`src/rtl/alu_exec_pkg.sv`:
```
// Shared constants for the EX-stage ALU: control codes, opcodes, funct fields, FSM states.
// Latency: n/a (constants only).
// Backpressure: n/a.
package alu_exec_pkg;

  // ALU control codes produced by the decoder.
  localparam logic [3:0] ALU_AND  = 4'b0000;
  localparam logic [3:0] ALU_OR   = 4'b0001;
  localparam logic [3:0] ALU_ADD  = 4'b0010;
  localparam logic [3:0] ALU_SUB  = 4'b0110;
  localparam logic [3:0] ALU_SLT  = 4'b0111;
  localparam logic [3:0] ALU_MULT = 4'b1000;
  localparam logic [3:0] ALU_MFHI = 4'b1001;
  localparam logic [3:0] ALU_MFLO = 4'b1010;

  // Main-decoder aluOp values.
  localparam logic [1:0] OP_ADD   = 2'b00;
  localparam logic [1:0] OP_SUB   = 2'b01;
  localparam logic [1:0] OP_RTYPE = 2'b10;
  localparam logic [1:0] OP_OR    = 2'b11;

  // R-type funct fields.
  localparam logic [5:0] FN_ADD  = 6'b100000;
  localparam logic [5:0] FN_SUB  = 6'b100010;
  localparam logic [5:0] FN_AND  = 6'b100100;
  localparam logic [5:0] FN_OR   = 6'b100101;
  localparam logic [5:0] FN_SLT  = 6'b101010;
  localparam logic [5:0] FN_MULT = 6'b011000;
  localparam logic [5:0] FN_MFHI = 6'b010000;
  localparam logic [5:0] FN_MFLO = 6'b010010;

  // Execution FSM: single-cycle ops stay in IDLE, MULT iterates in MUL.
  typedef enum logic {
    ST_IDLE = 1'b0,
    ST_MUL  = 1'b1
  } state_e;

endpackage

```
`src/rtl/alu_ctr_dec.sv`:
```
// aluOp/funct to 4-bit ALU control decoder; MULT/MFHI/MFLO only with ALU_EXEC_MULT_EN.
// Latency: combinational.
// Backpressure: none.
module alu_ctr_dec
  import alu_exec_pkg::*;
(
  input  logic [1:0] alu_op_i,
  input  logic [5:0] funct_i,
  output logic [3:0] alu_ctr_o
);

  // Unknown R-type functs fall back to AND.
  always_comb begin
    alu_ctr_o = ALU_AND;
    case (alu_op_i)
      OP_ADD: alu_ctr_o = ALU_ADD;
      OP_SUB: alu_ctr_o = ALU_SUB;
      OP_OR:  alu_ctr_o = ALU_OR;
      default: begin
        case (funct_i)
          FN_ADD:  alu_ctr_o = ALU_ADD;
          FN_SUB:  alu_ctr_o = ALU_SUB;
          FN_AND:  alu_ctr_o = ALU_AND;
          FN_OR:   alu_ctr_o = ALU_OR;
          FN_SLT:  alu_ctr_o = ALU_SLT;
`ifdef ALU_EXEC_MULT_EN
          FN_MULT: alu_ctr_o = ALU_MULT;
          FN_MFHI: alu_ctr_o = ALU_MFHI;
          FN_MFLO: alu_ctr_o = ALU_MFLO;
`endif
          default: alu_ctr_o = ALU_AND;
        endcase
      end
    endcase
  end

endmodule

```
`src/rtl/alu_exec_seq.sv`:
```
// EX-stage ALU with registered result and iterative signed multiplier into HI/LO (ALU_EXEC_MULT_EN).
// Latency: 1 cycle for single-cycle ops, WIDTH+1 cycles for MULT.
// Backpressure: in_ready drops while a result is stalled or a multiply runs; outputs hold until taken.
module alu_exec_seq
  import alu_exec_pkg::*;
#(
  parameter int WIDTH = 32,
  parameter int CNT_W = $clog2(WIDTH) + 1
) (
  input  logic             clk,
  input  logic             rst_n,
  input  logic             in_valid,
  output logic             in_ready,
  input  logic [1:0]       aluOp,
  input  logic [5:0]       funct,
  input  logic [WIDTH-1:0] srcA,
  input  logic [WIDTH-1:0] srcB,
  output logic             out_valid,
  input  logic             out_ready,
  output logic [WIDTH-1:0] result,
  output logic             zero,
  output logic [3:0]       aluCtr,
  output logic             busy
);

  logic [3:0]       dec_ctr;
  logic             accept;
  logic [WIDTH-1:0] op_res;
  logic             out_valid_q, out_valid_d;
  logic [WIDTH-1:0] result_q, result_d;
  logic             zero_q, zero_d;
  logic [3:0]       alu_ctr_q, alu_ctr_d;

`ifdef ALU_EXEC_MULT_EN
  state_e             state_q, state_d;
  logic [CNT_W-1:0]   cnt_q, cnt_d;
  logic [2*WIDTH-1:0] mcand_q, mcand_d;
  logic [WIDTH-1:0]   mplier_q, mplier_d;
  logic [2*WIDTH-1:0] acc_q, acc_d;
  logic               neg_q, neg_d;
  logic [WIDTH-1:0]   hi_q, hi_d, lo_q, lo_d;
  logic [WIDTH-1:0]   mag_a, mag_b;
  logic [2*WIDTH-1:0] prod;

  // Most-negative operand negates to itself, which is its correct unsigned magnitude.
  assign mag_a    = srcA[WIDTH-1] ? -srcA : srcA;
  assign mag_b    = srcB[WIDTH-1] ? -srcB : srcB;
  assign prod     = neg_q ? -acc_q : acc_q;
  assign in_ready = (state_q == ST_IDLE) && (!out_valid_q || out_ready);
  // The final fixup cycle is not counted as multiply work.
  assign busy     = (state_q == ST_MUL) && (cnt_q != CNT_W'(WIDTH));
`else
  assign in_ready = !out_valid_q || out_ready;
  assign busy     = 1'b0;
`endif

  assign accept    = in_valid && in_ready;
  assign out_valid = out_valid_q;
  assign result    = result_q;
  assign zero      = zero_q;
  assign aluCtr    = alu_ctr_q;

  alu_ctr_dec u_dec (
    .alu_op_i  (aluOp),
    .funct_i   (funct),
    .alu_ctr_o (dec_ctr)
  );

  // Single-cycle execution of the decoded operation on the live operands.
  always_comb begin
    op_res = '0;
    case (dec_ctr)
      ALU_ADD:  op_res = srcA + srcB;
      ALU_SUB:  op_res = srcA - srcB;
      ALU_OR:   op_res = srcA | srcB;
      ALU_SLT:  op_res = {{(WIDTH-1){1'b0}}, ($signed(srcA) < $signed(srcB))};
`ifdef ALU_EXEC_MULT_EN
      ALU_MFHI: op_res = hi_q;
      ALU_MFLO: op_res = lo_q;
`endif
      default:  op_res = srcA & srcB;
    endcase
  end

  // Next state for the output handshake, FSM and shift-add multiplier.
  always_comb begin
    out_valid_d = out_valid_q;
    result_d    = result_q;
    zero_d      = zero_q;
    alu_ctr_d   = alu_ctr_q;
`ifdef ALU_EXEC_MULT_EN
    state_d  = state_q;
    cnt_d    = cnt_q;
    mcand_d  = mcand_q;
    mplier_d = mplier_q;
    acc_d    = acc_q;
    neg_d    = neg_q;
    hi_d     = hi_q;
    lo_d     = lo_q;
`endif
    if (out_valid_q && out_ready) begin
      out_valid_d = 1'b0;
    end
    if (accept) begin
      alu_ctr_d = dec_ctr;
`ifdef ALU_EXEC_MULT_EN
      if (dec_ctr == ALU_MULT) begin
        mcand_d  = {{WIDTH{1'b0}}, mag_a};
        mplier_d = mag_b;
        neg_d    = srcA[WIDTH-1] ^ srcB[WIDTH-1];
        acc_d    = '0;
        cnt_d    = '0;
        state_d  = ST_MUL;
      end else
`endif
      begin
        result_d    = op_res;
        zero_d      = (op_res == '0);
        out_valid_d = 1'b1;
      end
    end
`ifdef ALU_EXEC_MULT_EN
    if (state_q == ST_MUL) begin
      if (cnt_q != CNT_W'(WIDTH)) begin
        acc_d    = acc_q + (mplier_q[0] ? mcand_q : '0);
        mcand_d  = mcand_q << 1;
        mplier_d = mplier_q >> 1;
        cnt_d    = cnt_q + CNT_W'(1);
      end else begin
        hi_d        = prod[2*WIDTH-1:WIDTH];
        lo_d        = prod[WIDTH-1:0];
        result_d    = prod[WIDTH-1:0];
        zero_d      = (prod[WIDTH-1:0] == '0);
        out_valid_d = 1'b1;
        cnt_d       = '0;
        state_d     = ST_IDLE;
      end
    end
`endif
  end

  // State register; reset discards any in-flight multiply.
  always_ff @(posedge clk) begin
    if (!rst_n) begin
      out_valid_q <= 1'b0;
      result_q    <= '0;
      zero_q      <= 1'b0;
      alu_ctr_q   <= ALU_AND;
`ifdef ALU_EXEC_MULT_EN
      state_q  <= ST_IDLE;
      cnt_q    <= '0;
      mcand_q  <= '0;
      mplier_q <= '0;
      acc_q    <= '0;
      neg_q    <= 1'b0;
      hi_q     <= '0;
      lo_q     <= '0;
`endif
    end else begin
      out_valid_q <= out_valid_d;
      result_q    <= result_d;
      zero_q      <= zero_d;
      alu_ctr_q   <= alu_ctr_d;
`ifdef ALU_EXEC_MULT_EN
      state_q  <= state_d;
      cnt_q    <= cnt_d;
      mcand_q  <= mcand_d;
      mplier_q <= mplier_d;
      acc_q    <= acc_d;
      neg_q    <= neg_d;
      hi_q     <= hi_d;
      lo_q     <= lo_d;
`endif
    end
  end

endmodule

```
`config.mk`:
```
export PLATFORM = sky130hd
export DESIGN_NAME = alu_exec_seq
export DESIGN_NICKNAME = d
export VERILOG_FILES = /design/src/rtl/alu_exec_pkg.sv /design/src/rtl/alu_ctr_dec.sv /design/src/rtl/alu_exec_seq.sv
export SDC_FILE = /design/constraint.sdc
export NUM_CORES = 1
export LEC_CHECK = 0
export CORE_ASPECT_RATIO = 2
export CORE_MARGIN = 2
export CORE_UTILIZATION = 59
export DETAILED_ROUTE_END_ITERATION = 8
export GPL_TIMING_DRIVEN = 1
export MAX_ROUTING_LAYER = met4
export PLACE_DENSITY = 0.88
export RECOVER_POWER = 25
export SYNTH_ARGS = -nofsm -noshare
export SYNTH_HDL_FRONTEND = slang
export SYNTH_SLANG_ARGS = --single-unit
```
`constraint.sdc`:
```
create_clock -name clk -period 13.05 [get_ports clk]
set_input_delay 3.2625 -clock clk [delete_from_list [all_inputs] [get_ports clk]]
set_output_delay 3.2625 -clock clk [all_outputs]
set_load 0.02 [all_outputs]
```
==> Slide: Implementation Results <==
Key Metrics from the Run

Outcome
  – Status: completed

Routing
  – ANT nets after route: 0
  – Initial DRT Pass Iterations: 6
  – DR WL met3: 1610 µm
  – Top layer in use: met4
  – Wirelength, routed: 21900 µm
  – DRC Markers: 0
  – Vias: 7402
  – Met1 wire length: 7260 µm
  – Routed len/inst: 19.5 µm
  – Metal2 WL: 11400 µm
  – Initial DRC Count: 618
  – Via/cell ratio: 6.59

Timing
  – Slew @ Worst Pin: 989 ps
  – Minimum clock period: 7740 ps
  – Period Utilization, post-route: 0.593
  – Max frequency: 129 MHz
  – Final Slew Violations: 0
  – PnR worst setup slack: 5310 ps
  – Unrepaired setup endpoints after global routing: no
  – Final setup fails: 0
  – Hold Slack: 455 ps
  – Fin Setup TNS: 0 ps
  – Final hold vios: 0
  – Max-slew headroom: 0.340

Critical path
  – Data arrival, critical path: 4480 ps
  – CP startpoint kind: input pin
  – Worst Setup End Kind: output pin
  – Crit path from: out_ready
  – WP data required: 9790 ps
  – Crit path max fanout: 4
  – R2R Path Start: out_valid$_SDFFE_PN0P_
  – Critical path class: in2out

Job
  – Max Cap Viol: 0
  – OpenROAD warnings: 96

Clock tree
  – H-tree Lvls: 2
  – Post-CTS Setup Inserts: 0
  – PostCTS Resize Cnt: 0
  – Clock tree buffer depth: 2
  – CTS sink cnt: 37
  – Clock Tree Root: clkbuf_16
  – # hold bufs at CTS: 0
  – Clock transition at path regs: 60 ps
  – CTS tree: done

Synthesis
  – Area of the mapped netlist: 0.00648 mm²
  – Seq share, synth: 0.114
  – Synth cell types: 86
  – Post-synth ARST share: 0
  – Chip area line of the yosys report: 0.00648 mm²
  – Post-Syn Area per Cell: 7.14 µm²
  – Synthesized registers: 37
  – Ys Warns: 0
  – Post-synth EDFFs: 0
  – Commonest flop: dfxtp_1
  – Mapped Cells: 908
  – Ys cells: 908

Power and ir drop
  – Overall Power: 565 µW
  – Max VDD drop: 0.0871 mV
  – Power per cell area: 72.8 mW/mm²
  – Leak pwr: 3.44 nW

Floorplanning
  – FP Rows: 54
  – Core Util at FP: 0.599
  – Die Size: 0.0119 mm²
  – Die x size: 78.1 µm
  – Die height: 152 µm

Finish
  – Filler Cells Inserted: 944
  – Flop area: 741 µm²
  – Fin nets: 1163
  – Layout cells sized above 1: 0.0488
  – Layout area overhead: 19.8%
  – Post-Layout Cell Count: 1124
  – MI comb area: 0.00516 mm²
  – Ant. Diodes: 0

Global routing
  – GRT Total Usage: 0.367
  – Largest net degree at the start of global routing: 49
  – Grt ovf: 0
  – Vias in the first global route: 7442
  – Initial antenna violation count: 0

Placement
  – HPWL after detailed placement: 17200 µm
  – Placed Instances: 1116
  – Placer Congestion: 0.987
  – Port Buffer Count: 113
  – Pre-CTS setup slack: 5310 ps

Min path
  – Beginning of the worst hold path: result[5]$_SDFFE_PN0P_
  – Hold crit path type: reg2reg
layout make-up:
| type | instances | share of cell area |
|---|---|---|
| clock buffer | 5 | 0.0161 |
| clock inverter | 3 | 0.00274 |
| inverter | 94 | 0.0455 |
| multi-input combinational | 725 | 0.665 |
| sequential | 37 | 0.0954 |
| tap | 140 | 0.0226 |
| timing repair buffer | 120 | 0.153 |
synthesized netlist by cell type, drive strengths merged, types with 9 or more instances:
master / number / area, µm²
o211ai: 11 / 82.6
a31oi: 14 / 87.6
a21oi: 73 / 365
o221ai: 10 / 93.8
inv: 94 / 353
nand2b: 12 / 75.1
a211oi: 30 / 230
o21bai: 11 / 82.6
a21o: 12 / 90.1
nand2: 54 / 203
buf: 16 / 100
o31ai: 9 / 72.6
ha: 102 / 1280
nor3: 21 / 116
nand4: 10 / 62.6
clkbuf: 37 / 139
o21a: 9 / 67.6
nor2b: 11 / 68.8
dfxtp: 37 / 741
nor2: 115 / 432
nand3: 15 / 75.1
xnor2: 12 / 105
o21ai: 49 / 253
a221oi: 11 / 121
state kept, by name, summed over array words and instances (netlist names):
register,count
aluCtr,3
out_valid,1
result,32
zero,1
critical path, stage by stage:
cell and delay [ps]:
clkdlybuf4s50_1 450, nand2b_1 150, clkdlybuf4s50_1 620
power by group:
group	internal (mW)	total (mW)	switching, mW
Sequential	0.123	0.129	0.00556
Combinational	0.127	0.320	0.193
Clock	0.0709	0.116	0.0453
Total	0.321	0.565	0.244
worst paths after layout:
path                            end  slack [ps]  cells after the start
min          result[5]$_SDFFE_PN0P_         450                      2
max reg2reg       zero$_SDFFE_PN0P_       10250                     11
max                        in_ready        5310                      3
min reg2reg  result[5]$_SDFFE_PN0P_         450                      2
placed cells by master (no fill, tap or decap), types with 8 or more instances in the layout:
cell type        count
nand3_1             15
o31ai_1              8
ha_1               102
o211ai_1            11
dlygate4sd3_1       18
o221ai_1             9
a21o_1              12
a221o_1              8
a21oi_1             73
clkdlybuf4s50_1     95
nor2_1             115
a31oi_1             14
nor2b_1             11
nor3_1              20
inv_1               94
nand4_1             10
xnor2_1             12
a211oi_1            29
o21ai_0             42
o21bai_1            11
nand2_1             54
dfxtp_1             37
nand2b_1            12
o21a_1               9
layer usage:
layer | track usage | up-vias
li1 | - | 3461
met1 | 0.333 | 3387
met2 | 0.674 | 407
met3 | 0.0634 | 147
met4 | 0.248 | 0
met5 | - | -
cell families (layout without fill, tap and decap cells):
group / Yosys count / after routing / share of synthesized area
simple gates: 283 / 283 / 0.211
flops: 37 / 37 / 0.114
mux: 4 / 4 / 0.00618
other cells: 1 / 2 / 0.000579
buf+inv: 147 / 222 / 0.0913
xor+xnor: 16 / 16 / 0.0216
fa+ha+maj: 104 / 104 / 0.203
compound gates: 316 / 316 / 0.352
metrics by stage:
stage / area [µm²] / util
after floorplan: 6480 / -
after global placement: 7610 / 0.704
after detailed placement: 7610 / 0.704
after CTS: 7760 / 0.718
after global routing: 7760 / 0.718
final: 7760 / 0.718
final_clocks.png
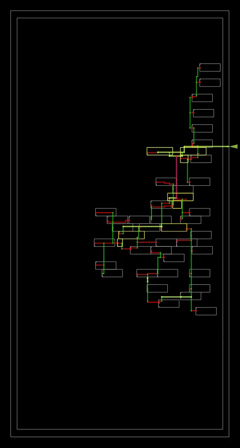
TritonCTS buffer count: 5
P_clk: 116 µW
clock skew: 5.84 ps
Late-Pin Clk Latency: 280 ps

clock_map.png
Scale bar: 20 µm.
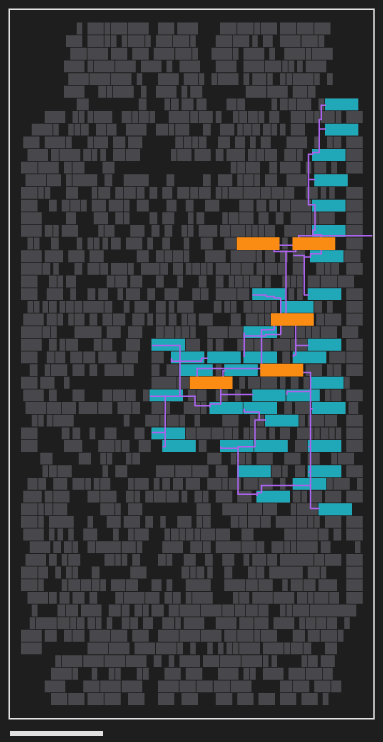
legend:
  clock wires:
    colour: purple
    length: 352 µm
  cells driving clock nets:
    colour: orange
    count: 5
  flip-flops:
    colour: cyan
    count: 37
routed clock nets: 6

drive_strength.png
Scale bar: 20 µm.
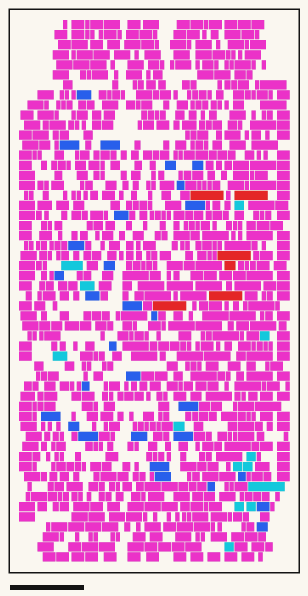
legend:
  drive 1 or less:
    colour: magenta
    cells: 936
    share: 95%
  drive 3 to 4:
    colour: cyan
    cells: 13
    share: 1.3%
  drive 6 and up:
    colour: red
    cells: 6
    share: 0.61%
  drive 2:
    colour: blue
    cells: 29
    share: 2.9%

met4.png
Supply wires on this layer in grey.
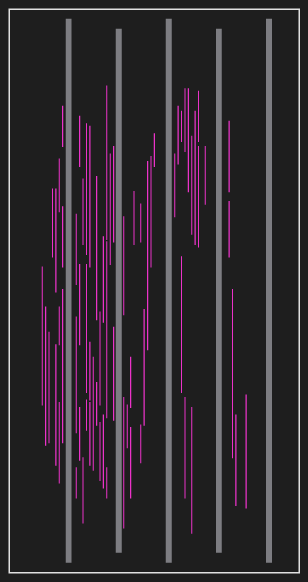
nets with wire on the layer: 52
main direction: vertical
wire length on this layer: 1630 µm
share of all routed wire: 7.4%

Power figures rest on the tool's default switching activity, not on a simulated workload.
